$ cat config.mk
export PLATFORM = sky130hd
export DESIGN_NAME = wb_bus_arbiter_flat
export DESIGN_NICKNAME = d
export VERILOG_FILES = /design/src/rtl/wb_bus_arbiter_pkg.sv /design/src/rtl/wb_bus_arbiter_if.sv /design/src/rtl/wb_bus_arbiter_watchdog.sv /design/src/rtl/wb_bus_arbiter.sv /design/src/flat_wrapper.sv
export SDC_FILE = /design/constraint.sdc
export NUM_CORES = 1
export LEC_CHECK = 0
export CORE_AREA = 2 2 109 111
export CTS_CLUSTER_DIAMETER = 80
export DETAILED_ROUTE_END_ITERATION = 10
export DIE_AREA = 0 0 111 113
export GPL_TIMING_DRIVEN = 1
export PLACE_DENSITY = 0.63
export SETUP_SLACK_MARGIN = 0.5
export SYNTH_ARGS = -nofsm -noshare
export SYNTH_HDL_FRONTEND = slang
export SYNTH_SLANG_ARGS = --single-unit
$ cat constraint.sdc
create_clock -name clk_i -period 3.5 [get_ports clk_i]
set_input_delay 0.7 -clock clk_i [delete_from_list [all_inputs] [get_ports clk_i]]
set_output_delay 0.7 -clock clk_i [all_outputs]
set_load 0.005 [all_outputs]
$ cat src/rtl/wb_bus_arbiter_pkg.sv
// rtl/wb_bus_arbiter_pkg.sv - shared encodings and helpers for the two-port Wishbone arbiter
package wb_bus_arbiter_pkg;

    typedef enum logic [1:0] {
        ST_IDLE  = 2'd0,
        ST_GNT_I = 2'd1,
        ST_GNT_D = 2'd2
    } arb_state_t;

    typedef enum logic [1:0] {
        LS_NONE = 2'd0,
        LS_I    = 2'd1,
        LS_D    = 2'd2
    } last_served_t;

    localparam logic [3:0] SEL_ALL = 4'hF;

    // A disabled watchdog still needs a one-bit counter to stay legal.
    function automatic int unsigned wdog_width(input int unsigned timeout);
        return (timeout == 0) ? 1 : $clog2(timeout + 1);
    endfunction

endpackage

$ cat src/rtl/wb_bus_arbiter_if.sv
// rtl/wb_bus_arbiter_if.sv - instruction, data and system bus signals of the arbiter
interface wb_bus_arbiter_if;
    logic        iwbs_cyc_i;
    logic        iwbs_stb_i;
    logic [31:0] iwbs_addr_i;
    logic [31:0] iwbs_dat_o;
    logic        iwbs_ack_o;
    logic        iwbs_err_o;
    logic        dwbs_cyc_i;
    logic        dwbs_stb_i;
    logic        dwbs_we_i;
    logic [3:0]  dwbs_sel_i;
    logic [31:0] dwbs_addr_i;
    logic [31:0] dwbs_dat_i;
    logic [31:0] dwbs_dat_o;
    logic        dwbs_ack_o;
    logic        dwbs_err_o;
    logic        wbm_cyc_o;
    logic        wbm_stb_o;
    logic        wbm_we_o;
    logic [3:0]  wbm_sel_o;
    logic [31:0] wbm_addr_o;
    logic [31:0] wbm_dat_o;
    logic [31:0] wbm_dat_i;
    logic        wbm_ack_i;
    logic        wbm_err_i;
    logic        timeout_o;

    modport master (
        input  iwbs_cyc_i, iwbs_stb_i, iwbs_addr_i,
        output iwbs_dat_o, iwbs_ack_o, iwbs_err_o,
        input  dwbs_cyc_i, dwbs_stb_i, dwbs_we_i, dwbs_sel_i, dwbs_addr_i, dwbs_dat_i,
        output dwbs_dat_o, dwbs_ack_o, dwbs_err_o,
        output wbm_cyc_o, wbm_stb_o, wbm_we_o, wbm_sel_o, wbm_addr_o, wbm_dat_o,
        input  wbm_dat_i, wbm_ack_i, wbm_err_i,
        output timeout_o
    );

    modport slave (
        output iwbs_cyc_i, iwbs_stb_i, iwbs_addr_i,
        input  iwbs_dat_o, iwbs_ack_o, iwbs_err_o,
        output dwbs_cyc_i, dwbs_stb_i, dwbs_we_i, dwbs_sel_i, dwbs_addr_i, dwbs_dat_i,
        input  dwbs_dat_o, dwbs_ack_o, dwbs_err_o,
        input  wbm_cyc_o, wbm_stb_o, wbm_we_o, wbm_sel_o, wbm_addr_o, wbm_dat_o,
        output wbm_dat_i, wbm_ack_i, wbm_err_i,
        input  timeout_o
    );
endinterface

$ cat src/rtl/wb_bus_arbiter_watchdog.sv
// rtl/wb_bus_arbiter_watchdog.sv - grant-cycle counter that flags a hung bus transfer
module wb_watchdog
    import wb_bus_arbiter_pkg::*;
#(
    parameter int unsigned TIMEOUT_CYCLES = 255
) (
    input  logic clk_i,
    input  logic rst_i,
    input  logic clr_i,
    input  logic en_i,
    output logic expire_o
);
    localparam int unsigned   W     = wdog_width(TIMEOUT_CYCLES);
    localparam logic [W-1:0]  LIMIT = W'((TIMEOUT_CYCLES == 0) ? 0 : TIMEOUT_CYCLES - 1);

    logic [W-1:0] count_q;

    always_ff @(posedge clk_i or negedge rst_i) begin
        if (!rst_i) begin
            count_q <= '0;
        end else if (clr_i) begin
            count_q <= '0;
        end else if (en_i) begin
            count_q <= count_q + W'(1);
        end
    end

    assign expire_o = (TIMEOUT_CYCLES != 0) && en_i && (count_q == LIMIT);

endmodule

$ cat src/rtl/wb_bus_arbiter.sv
// rtl/wb_bus_arbiter.sv - round-robin arbiter merging instruction and data Wishbone ports onto one bus
module wb_bus_arbiter
    import wb_bus_arbiter_pkg::*;
#(
    parameter int unsigned TIMEOUT_CYCLES   = 255,
    parameter bit          FIRST_PRIORITY_D = 1'b1
) (
    input  logic             clk_i,
    input  logic             rst_i,
    wb_bus_arbiter_if.master bus
);
    arb_state_t   state_q, state_d;
    last_served_t ls_q, ls_d;

    logic req_i, req_d;
    logic gnt_i, gnt_d;
    logic active_i, active_d, active;
    logic bus_done, expire;

    assign req_i    = bus.iwbs_cyc_i & bus.iwbs_stb_i;
    assign req_d    = bus.dwbs_cyc_i & bus.dwbs_stb_i;
    assign gnt_i    = (state_q == ST_GNT_I);
    assign gnt_d    = (state_q == ST_GNT_D);
    // A granted port that drops cyc aborts: nothing is forwarded to it from then on.
    assign active_i = gnt_i & bus.iwbs_cyc_i;
    assign active_d = gnt_d & bus.dwbs_cyc_i;
    assign active   = active_i | active_d;
    assign bus_done = bus.wbm_ack_i | bus.wbm_err_i;

    wb_watchdog #(
        .TIMEOUT_CYCLES(TIMEOUT_CYCLES)
    ) u_watchdog (
        .clk_i    (clk_i),
        .rst_i    (rst_i),
        .clr_i    (state_q == ST_IDLE),
        .en_i     (active & ~bus_done),
        .expire_o (expire)
    );

    always_ff @(posedge clk_i or negedge rst_i) begin
        if (!rst_i) begin
            state_q <= ST_IDLE;
            ls_q    <= LS_NONE;
        end else begin
            state_q <= state_d;
            ls_q    <= ls_d;
        end
    end

    always_comb begin
        state_d = state_q;
        ls_d    = ls_q;
        case (state_q)
            ST_IDLE: begin
                if (req_i && req_d) begin
                    if (ls_q == LS_I)      state_d = ST_GNT_D;
                    else if (ls_q == LS_D) state_d = ST_GNT_I;
                    else                   state_d = FIRST_PRIORITY_D ? ST_GNT_D : ST_GNT_I;
                end else if (req_i) begin
                    state_d = ST_GNT_I;
                end else if (req_d) begin
                    state_d = ST_GNT_D;
                end
            end
            ST_GNT_I: begin
                if (!bus.iwbs_cyc_i) begin
                    state_d = ST_IDLE;
                end else if (bus_done || expire) begin
                    state_d = ST_IDLE;
                    ls_d    = LS_I;
                end
            end
            ST_GNT_D: begin
                if (!bus.dwbs_cyc_i) begin
                    state_d = ST_IDLE;
                end else if (bus_done || expire) begin
                    state_d = ST_IDLE;
                    ls_d    = LS_D;
                end
            end
            default: state_d = ST_IDLE;
        endcase
    end

    assign bus.wbm_cyc_o  = active & ~expire;
    assign bus.wbm_stb_o  = ((active_i & bus.iwbs_stb_i) | (active_d & bus.dwbs_stb_i)) & ~expire;
    assign bus.wbm_we_o   = gnt_d & bus.dwbs_we_i;
    assign bus.wbm_sel_o  = gnt_d ? bus.dwbs_sel_i  : (gnt_i ? SEL_ALL : 4'h0);
    assign bus.wbm_addr_o = gnt_d ? bus.dwbs_addr_i : (gnt_i ? bus.iwbs_addr_i : 32'h0);
    assign bus.wbm_dat_o  = gnt_d ? bus.dwbs_dat_i  : 32'h0;

    assign bus.iwbs_dat_o = bus.wbm_dat_i;
    assign bus.dwbs_dat_o = bus.wbm_dat_i;
    assign bus.iwbs_ack_o = active_i & bus.wbm_ack_i;
    assign bus.dwbs_ack_o = active_d & bus.wbm_ack_i;
    assign bus.iwbs_err_o = active_i & (bus.wbm_err_i | expire);
    assign bus.dwbs_err_o = active_d & (bus.wbm_err_i | expire);
    assign bus.timeout_o  = expire;

endmodule

$ cat src/flat_wrapper.sv
// flat-port wrapper written by rule: the top's interface ports become plain ports
module wb_bus_arbiter_flat import wb_bus_arbiter_pkg::*;
#(
    parameter int unsigned TIMEOUT_CYCLES   = 255,
    parameter bit          FIRST_PRIORITY_D = 1'b1
)
  (clk_i, rst_i, bus_iwbs_cyc_i, bus_iwbs_stb_i, bus_iwbs_addr_i, bus_iwbs_dat_o, bus_iwbs_ack_o, bus_iwbs_err_o, bus_dwbs_cyc_i, bus_dwbs_stb_i, bus_dwbs_we_i, bus_dwbs_sel_i, bus_dwbs_addr_i, bus_dwbs_dat_i, bus_dwbs_dat_o, bus_dwbs_ack_o, bus_dwbs_err_o, bus_wbm_cyc_o, bus_wbm_stb_o, bus_wbm_we_o, bus_wbm_sel_o, bus_wbm_addr_o, bus_wbm_dat_o, bus_wbm_dat_i, bus_wbm_ack_i, bus_wbm_err_i, bus_timeout_o);
  wb_bus_arbiter_if bus_i ();
  input  logic clk_i;
  input  logic rst_i;
  input wire logic [$bits(bus_i.iwbs_cyc_i)-1:0] bus_iwbs_cyc_i;
  input wire logic [$bits(bus_i.iwbs_stb_i)-1:0] bus_iwbs_stb_i;
  input wire logic [$bits(bus_i.iwbs_addr_i)-1:0] bus_iwbs_addr_i;
  output wire logic [$bits(bus_i.iwbs_dat_o)-1:0] bus_iwbs_dat_o;
  output wire logic [$bits(bus_i.iwbs_ack_o)-1:0] bus_iwbs_ack_o;
  output wire logic [$bits(bus_i.iwbs_err_o)-1:0] bus_iwbs_err_o;
  input wire logic [$bits(bus_i.dwbs_cyc_i)-1:0] bus_dwbs_cyc_i;
  input wire logic [$bits(bus_i.dwbs_stb_i)-1:0] bus_dwbs_stb_i;
  input wire logic [$bits(bus_i.dwbs_we_i)-1:0] bus_dwbs_we_i;
  input wire logic [$bits(bus_i.dwbs_sel_i)-1:0] bus_dwbs_sel_i;
  input wire logic [$bits(bus_i.dwbs_addr_i)-1:0] bus_dwbs_addr_i;
  input wire logic [$bits(bus_i.dwbs_dat_i)-1:0] bus_dwbs_dat_i;
  output wire logic [$bits(bus_i.dwbs_dat_o)-1:0] bus_dwbs_dat_o;
  output wire logic [$bits(bus_i.dwbs_ack_o)-1:0] bus_dwbs_ack_o;
  output wire logic [$bits(bus_i.dwbs_err_o)-1:0] bus_dwbs_err_o;
  output wire logic [$bits(bus_i.wbm_cyc_o)-1:0] bus_wbm_cyc_o;
  output wire logic [$bits(bus_i.wbm_stb_o)-1:0] bus_wbm_stb_o;
  output wire logic [$bits(bus_i.wbm_we_o)-1:0] bus_wbm_we_o;
  output wire logic [$bits(bus_i.wbm_sel_o)-1:0] bus_wbm_sel_o;
  output wire logic [$bits(bus_i.wbm_addr_o)-1:0] bus_wbm_addr_o;
  output wire logic [$bits(bus_i.wbm_dat_o)-1:0] bus_wbm_dat_o;
  input wire logic [$bits(bus_i.wbm_dat_i)-1:0] bus_wbm_dat_i;
  input wire logic [$bits(bus_i.wbm_ack_i)-1:0] bus_wbm_ack_i;
  input wire logic [$bits(bus_i.wbm_err_i)-1:0] bus_wbm_err_i;
  output wire logic [$bits(bus_i.timeout_o)-1:0] bus_timeout_o;
  assign bus_i.iwbs_cyc_i = bus_iwbs_cyc_i;
  assign bus_i.iwbs_stb_i = bus_iwbs_stb_i;
  assign bus_i.iwbs_addr_i = bus_iwbs_addr_i;
  assign bus_iwbs_dat_o = bus_i.iwbs_dat_o;
  assign bus_iwbs_ack_o = bus_i.iwbs_ack_o;
  assign bus_iwbs_err_o = bus_i.iwbs_err_o;
  assign bus_i.dwbs_cyc_i = bus_dwbs_cyc_i;
  assign bus_i.dwbs_stb_i = bus_dwbs_stb_i;
  assign bus_i.dwbs_we_i = bus_dwbs_we_i;
  assign bus_i.dwbs_sel_i = bus_dwbs_sel_i;
  assign bus_i.dwbs_addr_i = bus_dwbs_addr_i;
  assign bus_i.dwbs_dat_i = bus_dwbs_dat_i;
  assign bus_dwbs_dat_o = bus_i.dwbs_dat_o;
  assign bus_dwbs_ack_o = bus_i.dwbs_ack_o;
  assign bus_dwbs_err_o = bus_i.dwbs_err_o;
  assign bus_wbm_cyc_o = bus_i.wbm_cyc_o;
  assign bus_wbm_stb_o = bus_i.wbm_stb_o;
  assign bus_wbm_we_o = bus_i.wbm_we_o;
  assign bus_wbm_sel_o = bus_i.wbm_sel_o;
  assign bus_wbm_addr_o = bus_i.wbm_addr_o;
  assign bus_wbm_dat_o = bus_i.wbm_dat_o;
  assign bus_i.wbm_dat_i = bus_wbm_dat_i;
  assign bus_i.wbm_ack_i = bus_wbm_ack_i;
  assign bus_i.wbm_err_i = bus_wbm_err_i;
  assign bus_timeout_o = bus_i.timeout_o;
  wb_bus_arbiter #(.TIMEOUT_CYCLES(TIMEOUT_CYCLES), .FIRST_PRIORITY_D(FIRST_PRIORITY_D)) u_core (.clk_i(clk_i), .rst_i(rst_i), .bus(bus_i));
endmodule
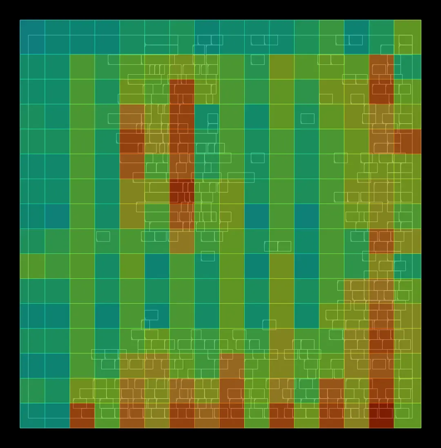
(routing congestion)
GR met3 Demand/Resource: 0.0386
WL per Instance: 18.0 um
Core Util, Final: 0.310

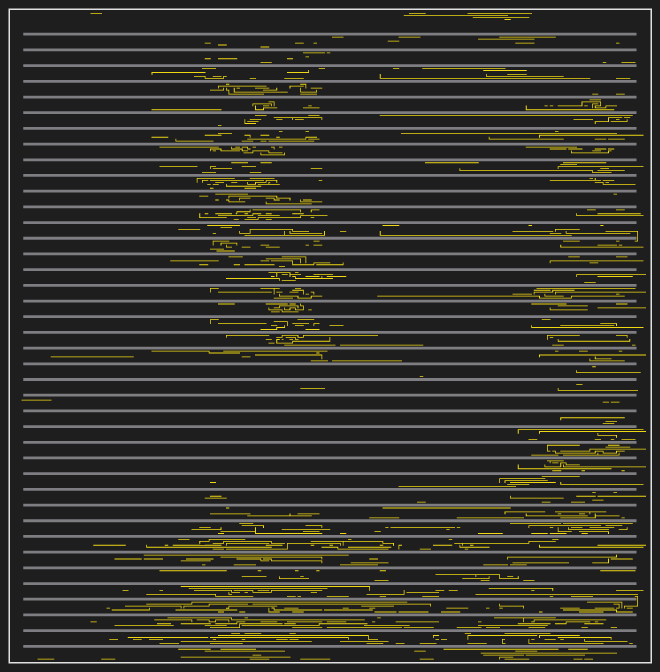
(signal wires on met1)
Supply wires on this layer in gray.
longest straight run: 43.7 um
wire length on this layer: 3470 um
share of all routed wire: 40%
nets with wire on the layer: 401

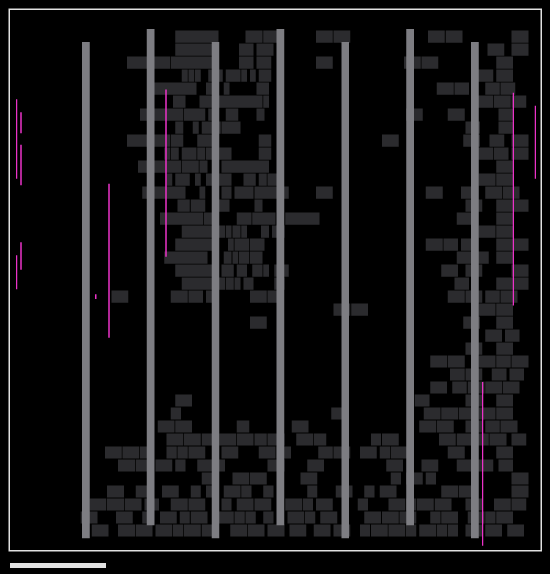
(metal 4)
The bar under the picture is 20 um long. Supply wires on this layer in gray. Cells faint in the background.
nets with wire on the layer: 11
share of all routed wire: 2.3%

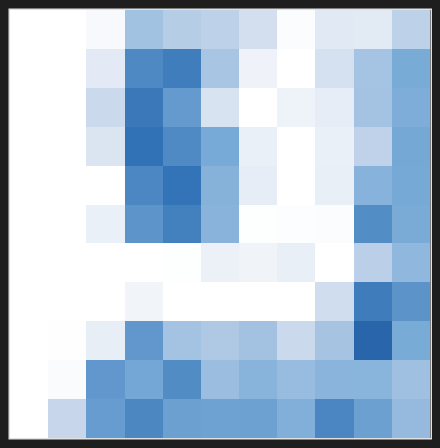
(placement density heat map)
11 x 11 tiles, from white (low) to dark blue (high), 0 to 100% covered.
nearly empty tiles: 31%
mean over tiles: 26%
tiles over 75% full: 0.80%
emptiest ninth of the die: west
densest ninth of the die: south-east
fullest tile: 79%

==> results.yml <==
# generated from flow reports
power_and_ir_drop:
  p_comb_frac: 0.712
  seqPwrFrac: 0.140
  p_switching_w: 0.000442
grt:
  antenna_found_initial: 1
  grt_max_degree: 72
  grt_first_pass_wirelength_mm: 12.8
final_timing:
  relSlewSlack: 0.656
  max_slew.worst_pin.slew_ns: 0.515
  max_freq_ghz: 0.343
  rsz0062_at_grt: "false"
  period_minus_slack_ns: 2.92
  setup_viol: 0
cells_and_area:
  fin_area_mm2: 0.00349
  diodes: 0
floorplan:
  fp.dieH_um: 113
  io_pins: 281
  dieWidth_um: 111
  rows: 39
synthesis:
  ys_ff: 12
  logic_family: "buffers and inverters"
  yosys_warnings: 0
  ys_seq_frac: 0.162
  synthSimpleGateAreaFrac: 0.229
  synth-edff-count: 0
  syn_nets: 370
clock_network:
  cts_buffers: 3
  cts_resized: 8
  holdBufCountCts: 0
setup_path:
  critPathTopFamily: "buffers and inverters"
  max_stage_delay_ns: 0.44
  cp_num_buf_inv: 3
hold_path:
  hold_class: "reg2reg"
placed_design:
  post_dp_cell_area_mm2: 0.00339
  gp_congestion: 0.929
  place.detailed.hpwl_mm: 7.36
route:
  drt_pass1_iterations: 4
run_status:
  status: "completed"
==> state kept, by name, indices dropped and copies added, names as in the netlist <==
| name | flops |
|---|---|
| u_core.ls_q | 2 |
| u_core.state_q | 2 |
| u_core.u_watchdog.count_q | 8 |
==> final timing paths <==
kind                                                     from                                        to  slack [ns]  cells after the start
worst max-delay path                           bus_iwbs_cyc_i                             bus_wbm_cyc_o        0.58                      6
worst min-delay path               u_core.ls_q[0]$_DFFE_PN0P_                u_core.ls_q[0]$_DFFE_PN0P_        0.46                      1
worst max register to register  u_core.state_q[1]$_DFFE_PN0P_  u_core.u_watchdog.count_q[7]$_DFFE_PN0P_        1.83                      5
worst min register to register     u_core.ls_q[0]$_DFFE_PN0P_                u_core.ls_q[0]$_DFFE_PN0P_        0.46                      1
max in group asynchronous                               rst_i  u_core.u_watchdog.count_q[4]$_DFFE_PN0P_        2.35                      1
min in group asynchronous                               rst_i  u_core.u_watchdog.count_q[3]$_DFFE_PN0P_        0.81                      1
==> synth_stat cells (3+ instances only) <==
cell type | instances | share of area
buf_4 | 65 | 0.26
and2_1 | 33 | 0.11
a22o_1 | 32 | 0.15
dfrtp_1 | 12 | 0.16
nor2_1 | 12 | 0.024
a21o_1 | 6 | 0.024
buf_2 | 6 | 0.016
clkbuf_1 | 6 | 0.012
nand3_1 | 5 | 0.013
xnor2_1 | 5 | 0.024
a211oi_1 | 4 | 0.016
nand2_1 | 4 | 0.0081
inv_1 | 3 | 0.0061
==> logic make-up (layout without fill, tap and decap cells) <==
| family | Yosys count | in the layout |
|---|---|---|
| adder cells (fa/ha/maj) | 2 | 2 |
| flip-flops | 12 | 12 |
| XOR/XNOR | 5 | 5 |
| AND/OR/NAND/NOR | 70 | 70 |
| AND-OR/OR-AND | 56 | 56 |
| buffers and inverters | 82 | 201 |
==> routing by layer <==
layer / share of wire / track usage
met3: 0.081 / 0.0386
met5: 0.0018 / 0
met4: 0.023 / 0.0450
met1: 0.39 / 0.149
met2: 0.50 / 0.238
==> power by group through the flow <==
stage | Sequential, W | Clock [W] | Combinational, W
2_1_floorplan | 0.000169 | 0 | 0.000424
3_3_place_gp | 0.000187 | 0 | 0.000952
3_5_place_dp | 0.000188 | 0 | 0.000955
4_1_cts | 0.000186 | 0.000203 | 0.000963
5_1_grt | 0.000191 | 0.000211 | 0.00101
6_report | 0.000187 | 0.000198 | 0.000952
==> cells in the final DEF (no fill, tap or decap), types with 2 or more instances in the layout <==
master and n:
inv_1 3, dfrtp_1 12, nor2_1 11, and2_1 33, buf_4 10, xnor2_1 5
a31oi_1 2, and3_1 2, nand3_1 5, clkdlybuf4s50_1 177, nor3_1 2, dlygate4sd2_1 6
a2111oi_4 2, a21o_1 6, nand3b_1 2, o21ai_0 2, ha_1 2, a22o_1 32
a211oi_1 4, nand4bb_1 2, clkbuf_16 3, a21oi_1 2, nand2_1 4
==> cell type report <==
type	count	area (um^2)
well taps	143	179
clock buffers	3	75.1
repair buffers	195	1930
flip-flops and latches	12	300
inverters	3	11.3
multi-input cells	133	998
fillers	1168	7780
Power figures rest on the tool's default switching activity, not on a simulated workload.
